==> run_1/power_grid.png <==
Scale bar: 20 microns. Pins as bars on the die edge.
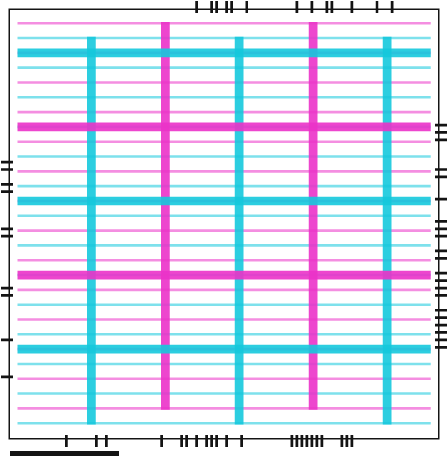
==> run_1/placement_by_type.png <==
Scale bar: 20 microns.
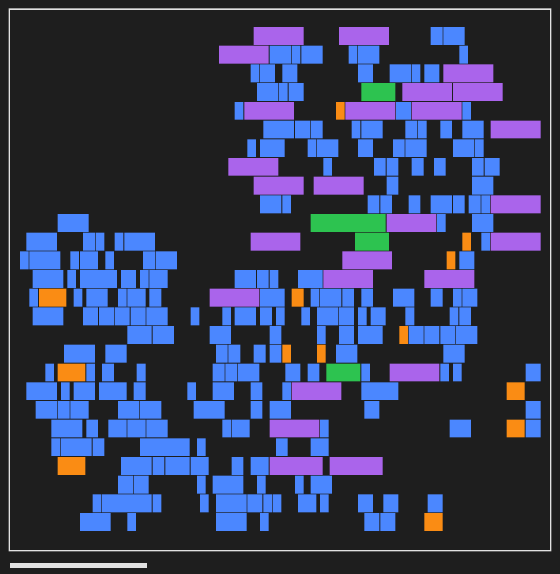
==> run_1/clk_routes.png <==
Scale bar: 20 microns.
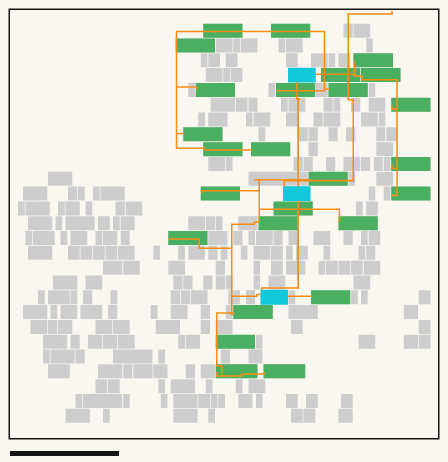
<file path="config.mk">
export PLATFORM = sky130hd
export DESIGN_NAME = fetch_sequencer
export DESIGN_NICKNAME = d
export VERILOG_FILES = /design/src/rtl/fetch_sequencer_pkg.sv /design/src/rtl/fetch_sequencer_decode.sv /design/src/rtl/fetch_sequencer.sv
export SDC_FILE = /design/constraint.sdc
export NUM_CORES = 1
export LEC_CHECK = 0
export CORE_UTILIZATION = 35
export DETAILED_ROUTE_END_ITERATION = 6
export DONT_BUFFER_PORTS = 1
export GPL_TIMING_DRIVEN = 0
export PLACE_DENSITY_LB_ADDON = 0.25
export SLEW_MARGIN = 20
export SYNTH_ARGS = -nofsm -noshare
export SYNTH_HDL_FRONTEND = slang
export SYNTH_SLANG_ARGS = --single-unit
</file>
<file path="constraint.sdc">
create_clock -name clk_i -period 2.8 [get_ports clk_i]
set_input_delay 0.42 -clock clk_i [delete_from_list [all_inputs] [get_ports clk_i]]
set_output_delay 0.42 -clock clk_i [all_outputs]
set_load 0.05 [all_outputs]
</file>
<file path="src/rtl/fetch_sequencer_pkg.sv">
// Shared ISA constants and state type for the fetch sequencer.
// Opcode encodings live here so decode and top agree.
package fetch_sequencer_pkg;

  localparam logic [7:0] HALT_OP    = 8'h88;
  localparam logic [4:0] BR_FWD_PFX = 5'b11110;
  localparam logic [4:0] BR_BWD_PFX = 5'b10110;

  typedef enum logic [1:0] {
    ST_IDLE,
    ST_RUN,
    ST_HALTED
  } state_t;

endpackage

</file>
<file path="src/rtl/fetch_sequencer_decode.sv">
// Combinational opcode classifier for the fetch sequencer.
// Flags are mutually exclusive by encoding.
module fetch_decode
  import fetch_sequencer_pkg::*;
(
  input  logic [7:0] i_instr,
  output logic       o_is_halt,
  output logic       o_is_br_fwd,
  output logic       o_is_br_bwd
);

  assign o_is_halt   = (i_instr == HALT_OP);
  assign o_is_br_fwd = (i_instr[7:3] == BR_FWD_PFX);
  assign o_is_br_bwd = (i_instr[7:3] == BR_BWD_PFX);

endmodule

</file>
<file path="src/rtl/fetch_sequencer.sv">
// Instruction fetch sequencer: PC, run/halt FSM and cycle counter.
// ROM is combinational, so every unstalled RUN cycle issues one word.
module fetch_sequencer
  import fetch_sequencer_pkg::*;
(
  input  logic        clk_i,
  input  logic        reset_i,
  input  logic        start_i,
  input  logic [7:0]  start_addr_i,
  output logic [7:0]  rom_addr_o,
  input  logic [7:0]  rom_data_i,
  output logic [7:0]  instr_o,
  output logic        instr_valid_o,
  input  logic        stall_i,
  output logic [2:0]  br_reg_o,
  input  logic [7:0]  br_dist_i,
  input  logic        flag_i,
  output logic        done_o,
  output logic [15:0] cycles_o
);

  state_t      r_state;
  logic [7:0]  r_pc;
  logic [15:0] r_cycles;

  state_t      w_state_nxt;
  logic [7:0]  w_pc_nxt;
  logic [15:0] w_cycles_nxt;
  logic        w_is_halt;
  logic        w_is_fwd;
  logic        w_is_bwd;
  logic        w_run;
  logic [7:0]  w_pc_inc;
  logic [7:0]  w_pc_fwd;
  logic [7:0]  w_pc_bwd;

  fetch_decode u_dec (
    .i_instr     (rom_data_i),
    .o_is_halt   (w_is_halt),
    .o_is_br_fwd (w_is_fwd),
    .o_is_br_bwd (w_is_bwd)
  );

  // 8-bit adders wrap modulo 256 by construction
  assign w_pc_inc = r_pc + 8'd1;
  assign w_pc_fwd = r_pc + br_dist_i;
  assign w_pc_bwd = r_pc - br_dist_i;
  assign w_run    = (r_state == ST_RUN);

  always_comb begin
    w_state_nxt  = r_state;
    w_pc_nxt     = r_pc;
    w_cycles_nxt = r_cycles;
    unique case (r_state)
      ST_IDLE, ST_HALTED: begin
        if (start_i) begin
          w_state_nxt  = ST_RUN;
          w_pc_nxt     = start_addr_i;
          w_cycles_nxt = 16'd0;
        end
      end
      ST_RUN: begin
        if (r_cycles != 16'hFFFF) begin
          w_cycles_nxt = r_cycles + 16'd1;
        end
        if (!stall_i) begin
          unique case (1'b1)
            w_is_halt: w_state_nxt = ST_HALTED;
            w_is_fwd:  w_pc_nxt = flag_i ? w_pc_fwd : w_pc_inc;
            w_is_bwd:  w_pc_nxt = flag_i ? w_pc_bwd : w_pc_inc;
            default:   w_pc_nxt = w_pc_inc;
          endcase
        end
      end
      default: w_state_nxt = ST_IDLE;
    endcase
  end

  always_ff @(posedge clk_i) begin
    if (reset_i) begin
      r_state  <= ST_IDLE;
      r_pc     <= 8'd0;
      r_cycles <= 16'd0;
    end else begin
      r_state  <= w_state_nxt;
      r_pc     <= w_pc_nxt;
      r_cycles <= w_cycles_nxt;
    end
  end

  assign rom_addr_o    = r_pc;
  assign instr_o       = w_run ? rom_data_i : 8'h00;
  assign instr_valid_o = w_run && !stall_i;
  assign br_reg_o      = rom_data_i[2:0];
  assign done_o        = (r_state == ST_HALTED);
  assign cycles_o      = r_cycles;

endmodule
</file>
==> metrics.cfg, run 1 <==
[synthesis]
yosys-top-cells-count = sky130_fd_sc_hd__nor2_1 (36), sky130_fd_sc_hd__dfxtp_1 (26), sky130_fd_sc_hd__xor2_1 (18)
syn_nets = 306

[hold_path]
hold-path-endpoint = rom_addr_o[0]$_SDFFE_PP0P_
whs_path_depth = 2

[run_status]
result_of_the_run = complete, no violations

[clock_network]
tritoncts_clock_tree = yes
cts-root-buf = sky130_fd_sc_hd__clkbuf_8
cts_resized = 0

[setup_path]
crit_start = rom_addr_o[4]$_SDFFE_PP0P_
slowest_stage = sky130_fd_sc_hd__dfxtp_1
reg2reg_to = rom_addr_o[7]$_SDFFE_PP0P_
capture_point_of_the_worst_path = rom_addr_o[7]$_SDFFE_PP0P_

[grt]
met2_usage_pct = 24.78
globalRoute.totalOverflow = 0
grt_pass1_wl_microns = 7514
grt_max_degree = 16

[sta]
hold_ws_ns = 0.2857
setup_repair_after_global_routing_missed_its_margin = false
finalHoldViolations = 0
finalCriticalPeriod_ns = 2.654

[floorplan]
core-area_sq_um = 5574
fp-row-count = 27

[job]
stage_log_warnings = 34

[pwr]
share_seq_of_total_power_pct = 44.0
combPwrFrac_pct = 26.3

[final_layout]
clkbuf_count = 3

[placed_design]
placedCellCount = 330

About power_grid.png:
Key: magenta = VDD; cyan = VSS
The core has 27 rows. 28 met1 rails follow the rows.

About placement_by_type.png:
Key: green = clock drivers and dummy loads [cells 4, share of their area 3.4%]; blue = combinational and other logic [cells 219, share of their area 68%]; orange = other buffers and delay cells [cells 13, share of their area 3.9%]; purple = flops [cells 26, share of their area 25%]

About clk_routes.png:
Key: cyan = clock drivers [count 3]; orange = clock wires [length 362 microns]; green = flip-flops [count 26]
There are 4 routed clock nets.
clock latency of the later-clocked register in the worst-skew pair: 0.28 ns
P_clk: 0.316 mW

==> run 1: cell families (layout without fill, tap and decap cells) <==
group                    Yosys count  after routing  share of synthesized area [%]
buffers and inverters             27             31                          6.642
AND-OR/OR-AND                     50             50                          16.33
XOR/XNOR                          27             27                          11.52
multiplexers                       4              4                          1.950
adder cells (fa/ha/maj)           19             19                          12.31
AND/OR/NAND/NOR                  105            105                          25.90
flip-flops                        26             26                          25.35
==> run 1: power groups by stage <==
stage,combinational [mW],clock [mW],sequential (mW)
final,0.280,0.316,0.468
after global routing,0.314,0.340,0.473
after global placement,0.280,0,0.477
after CTS,0.283,0.325,0.468
after detailed placement,0.281,0,0.476
after floorplan,0.238,0,0.465
==> run 1: state kept, by name (all words and copies together), names as in the netlist <==
signal      flops
rom_addr_o      8
r_state         2
cycles_o       16
==> run 1 -> run 2 <==
Settings changed: CTS_CLUSTER_DIAMETER from default to 50.
==> run_2/power_grid.png <==
Scale bar: 20 microns. Pins as bars on the die edge.
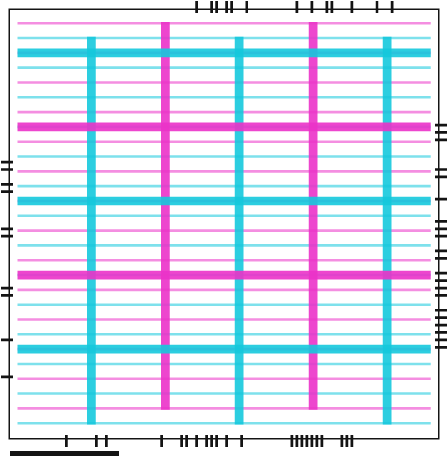
Key: magenta = VDD; cyan = VSS
The core has 27 rows. 5 straps on met4. 5 straps on met5. 66 signal pins sit on the boundary.

==> run 2 against run 1 <==
Sequential cell count unchanged. Synthesized area unchanged. Maximum frequency unchanged. Worst hold slack unchanged. Clock skew unchanged. Non-clock buffer count unchanged. Routed wire length unchanged. Worst setup slack unchanged. Sequential share of layout area unchanged. Synthesized cell count unchanged. Die size unchanged. Register-to-register slack about the same. Largest power group unchanged.
==> metrics.cfg, run 2 <==
[clock_network]
clkLatencyLatePin_ns = 0.28  ; about the same
cts-root-buf = sky130_fd_sc_hd__clkbuf_8
cts_resized = 0  ; unchanged

[pwr]
powerComb_mw = 0.280  ; about the same
share_seq_of_total_power_pct = 44.0  ; about the same
power-top-group = registers
power_clock_mw = 0.316  ; about the same
pg_seq_mw = 0.468  ; about the same
combPwrFrac_pct = 26.3  ; about the same

[grt]
grt_max_degree = 16  ; unchanged
globalRoute.totalOverflow = 0  ; unchanged
grt_use_total_pct = 15.35

[hold_path]
hold-path-endpoint = rom_addr_o[0]$_SDFFE_PP0P_
whs_path_depth = 2  ; unchanged

[synthesis]
synth.area.mux_share_pct = 1.950  ; unchanged
yosys-top-cells-count = sky130_fd_sc_hd__nor2_1 (36), sky130_fd_sc_hd__dfxtp_1 (26), sky130_fd_sc_hd__xor2_1 (18)
synth-simple-area-share_pct = 25.90  ; unchanged
area_fraction_in_xor_and_xnor_cells_pct = 11.52  ; unchanged
syn_nets = 306  ; unchanged
share_of_synthesized_cell_area_in_full_adder_half_adder_and_majority_cells_pct = 12.31  ; unchanged

[placed_design]
placedCellCount = 330  ; unchanged

[floorplan]
core-area_sq_um = 5574  ; unchanged
fp-row-count = 27  ; unchanged

[sta]
worst_pin_slew_ns = 1.005
finalCriticalPeriod_ns = 2.654  ; unchanged
setup_repair_after_global_routing_missed_its_margin = false
finalHoldViolations = 0  ; unchanged
hold_ws_ns = 0.2857  ; unchanged

[run_status]
result_of_the_run = complete, no violations

[job]
stage_log_warnings = 34  ; unchanged

[setup_path]
crit_start = rom_addr_o[4]$_SDFFE_PP0P_

[run 2: cell counts after synthesis]
No cell type changed its count.
[run 2: final cells by class]
cell class | instances | area (sq um)
buffer | 13 | 83.83
clock buffer | 3 | 41.29
clock inverter | 1 | 30.03
fill | 595 | 3357
inverter | 14 | 52.55
multi-input combinational | 205 | 1396
sequential | 26 | 523.0
tap | 72 | 90.09
[run 2: cell families (layout without fill, tap and decap cells)]
logic type / after synthesis / in the layout
compound gates: 50 / 50
xor+xnor: 27 / 27
fa+ha+maj: 19 / 19
buf+inv: 27 / 31
flops: 26 / 26
mux: 4 / 4
simple gates: 105 / 105
[run 2: metal layers]
layer,vias to the layer above,global-route usage (%),wire [microns]
li1,899,-,-
met4,0,5.556,66
met5,-,0,0
met1,785,19.97,2265
met2,56,24.78,2095
met3,5,3.140,276
==> run_2/wires.png <==
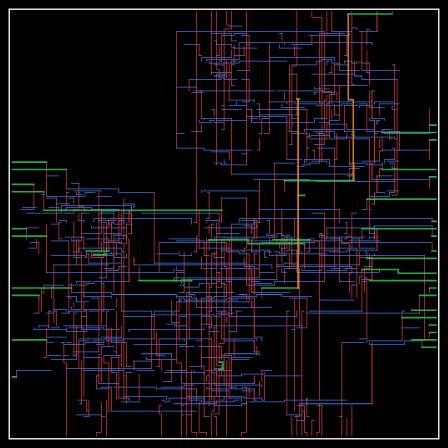

==> run 2 -> run 3 <==
Settings changed: REMOVE_ABC_BUFFERS from default to 1.
Clock period 2.8 ns to 3.03 ns, I/O delays scaled along.
==> run_3/wires.png <==
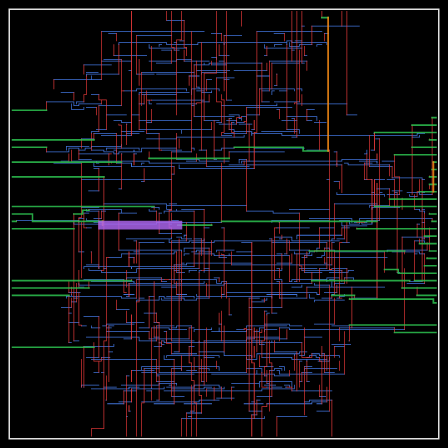
Key: blue = metal 1 [wire length 2330 microns]; purple = metal 5 [wire length 13.8 microns]; green = metal 3 [wire length 438 microns]; orange = metal 4 [wire length 30.6 microns]; red = metal 2 [wire length 1860 microns]

==> run 3 against run 2 <==
Clock power down 8.2%. Combinational power down 18%. Total power down 11%. Critical path depth down 1. Maximum frequency down 4.1%. Worst hold slack worse by 0.052 ns. Sequential power down 7.9%. Synthesized area unchanged. Sequential share of layout area up 0.81 points. Routed wire length down 0.66%.
==> metrics.cfg, run 3 <==
[synthesis]
yosys-top-cells-count = sky130_fd_sc_hd__nor2_1 (36), sky130_fd_sc_hd__dfxtp_1 (26), sky130_fd_sc_hd__xor2_1 (18)
area_fraction_in_xor_and_xnor_cells_pct = 11.52  ; unchanged
synth-simple-area-share_pct = 25.90  ; unchanged

[placed_design]
placedCellCount = 317  ; -3.9%

[grt]
met2_usage_pct = 22.87  ; -1.9 points
globalRoute.totalOverflow = 0  ; unchanged
grt_util_met3_pct = 6.047  ; +2.9 points
grt_max_degree = 17  ; +1
busiest_layer = met2
grt_use_total_pct = 15.05  ; -0.30 points

[clock_network]
cts_resized = 1  ; +1

[run_status]
result_of_the_run = complete, no violations

[pwr]
combPwrFrac_pct = 24.2  ; -2.1 points
share_seq_of_total_power_pct = 45.3  ; +1.3 points

[sta]
setup_repair_after_global_routing_missed_its_margin = false
finalHoldViolations = 0  ; unchanged

[route]
wl_met2_microns = 1864  ; -11%
top_layer_used = met5

[floorplan]
fp-row-count = 27  ; unchanged

[job]
stage_log_warnings = 33  ; -2.9%

[hold_path]
hold-path-endpoint = rom_addr_o[4]$_SDFFE_PP0P_
whs_path_depth = 1  ; -1

==> run 3: layout make-up <==
cell class                 instances  area, sq um
clock buffer                       3        41.29
clock inverter                     1        30.03
fill                             596         3441
inverter                          14        52.55
multi-input combinational        205         1399
sequential                        26        520.5
tap                               72        90.09
==> run 3: cells by family (layout without fill, tap and decap cells) <==
group / after synthesis / in the layout
AOI/OAI and AO/OA: 50 / 50
xor gates and xnor gates: 27 / 27
adders and majority gates: 19 / 19
buffers and inverters: 27 / 18
DFF: 26 / 26
muxes: 4 / 4
and+or+nand+nor: 105 / 105
==> run 3: per-stage QoR <==
step	setup TNS (ns)	hold WS, ns
CTS	0	0.2259
floorplan	0	0.5236
finish	0	0.2341
detailed placement	-0.02203	0.5285
global route	0	0.2184
global placement	-0.01420	0.5268
Power and IR drop assume default switching activity.
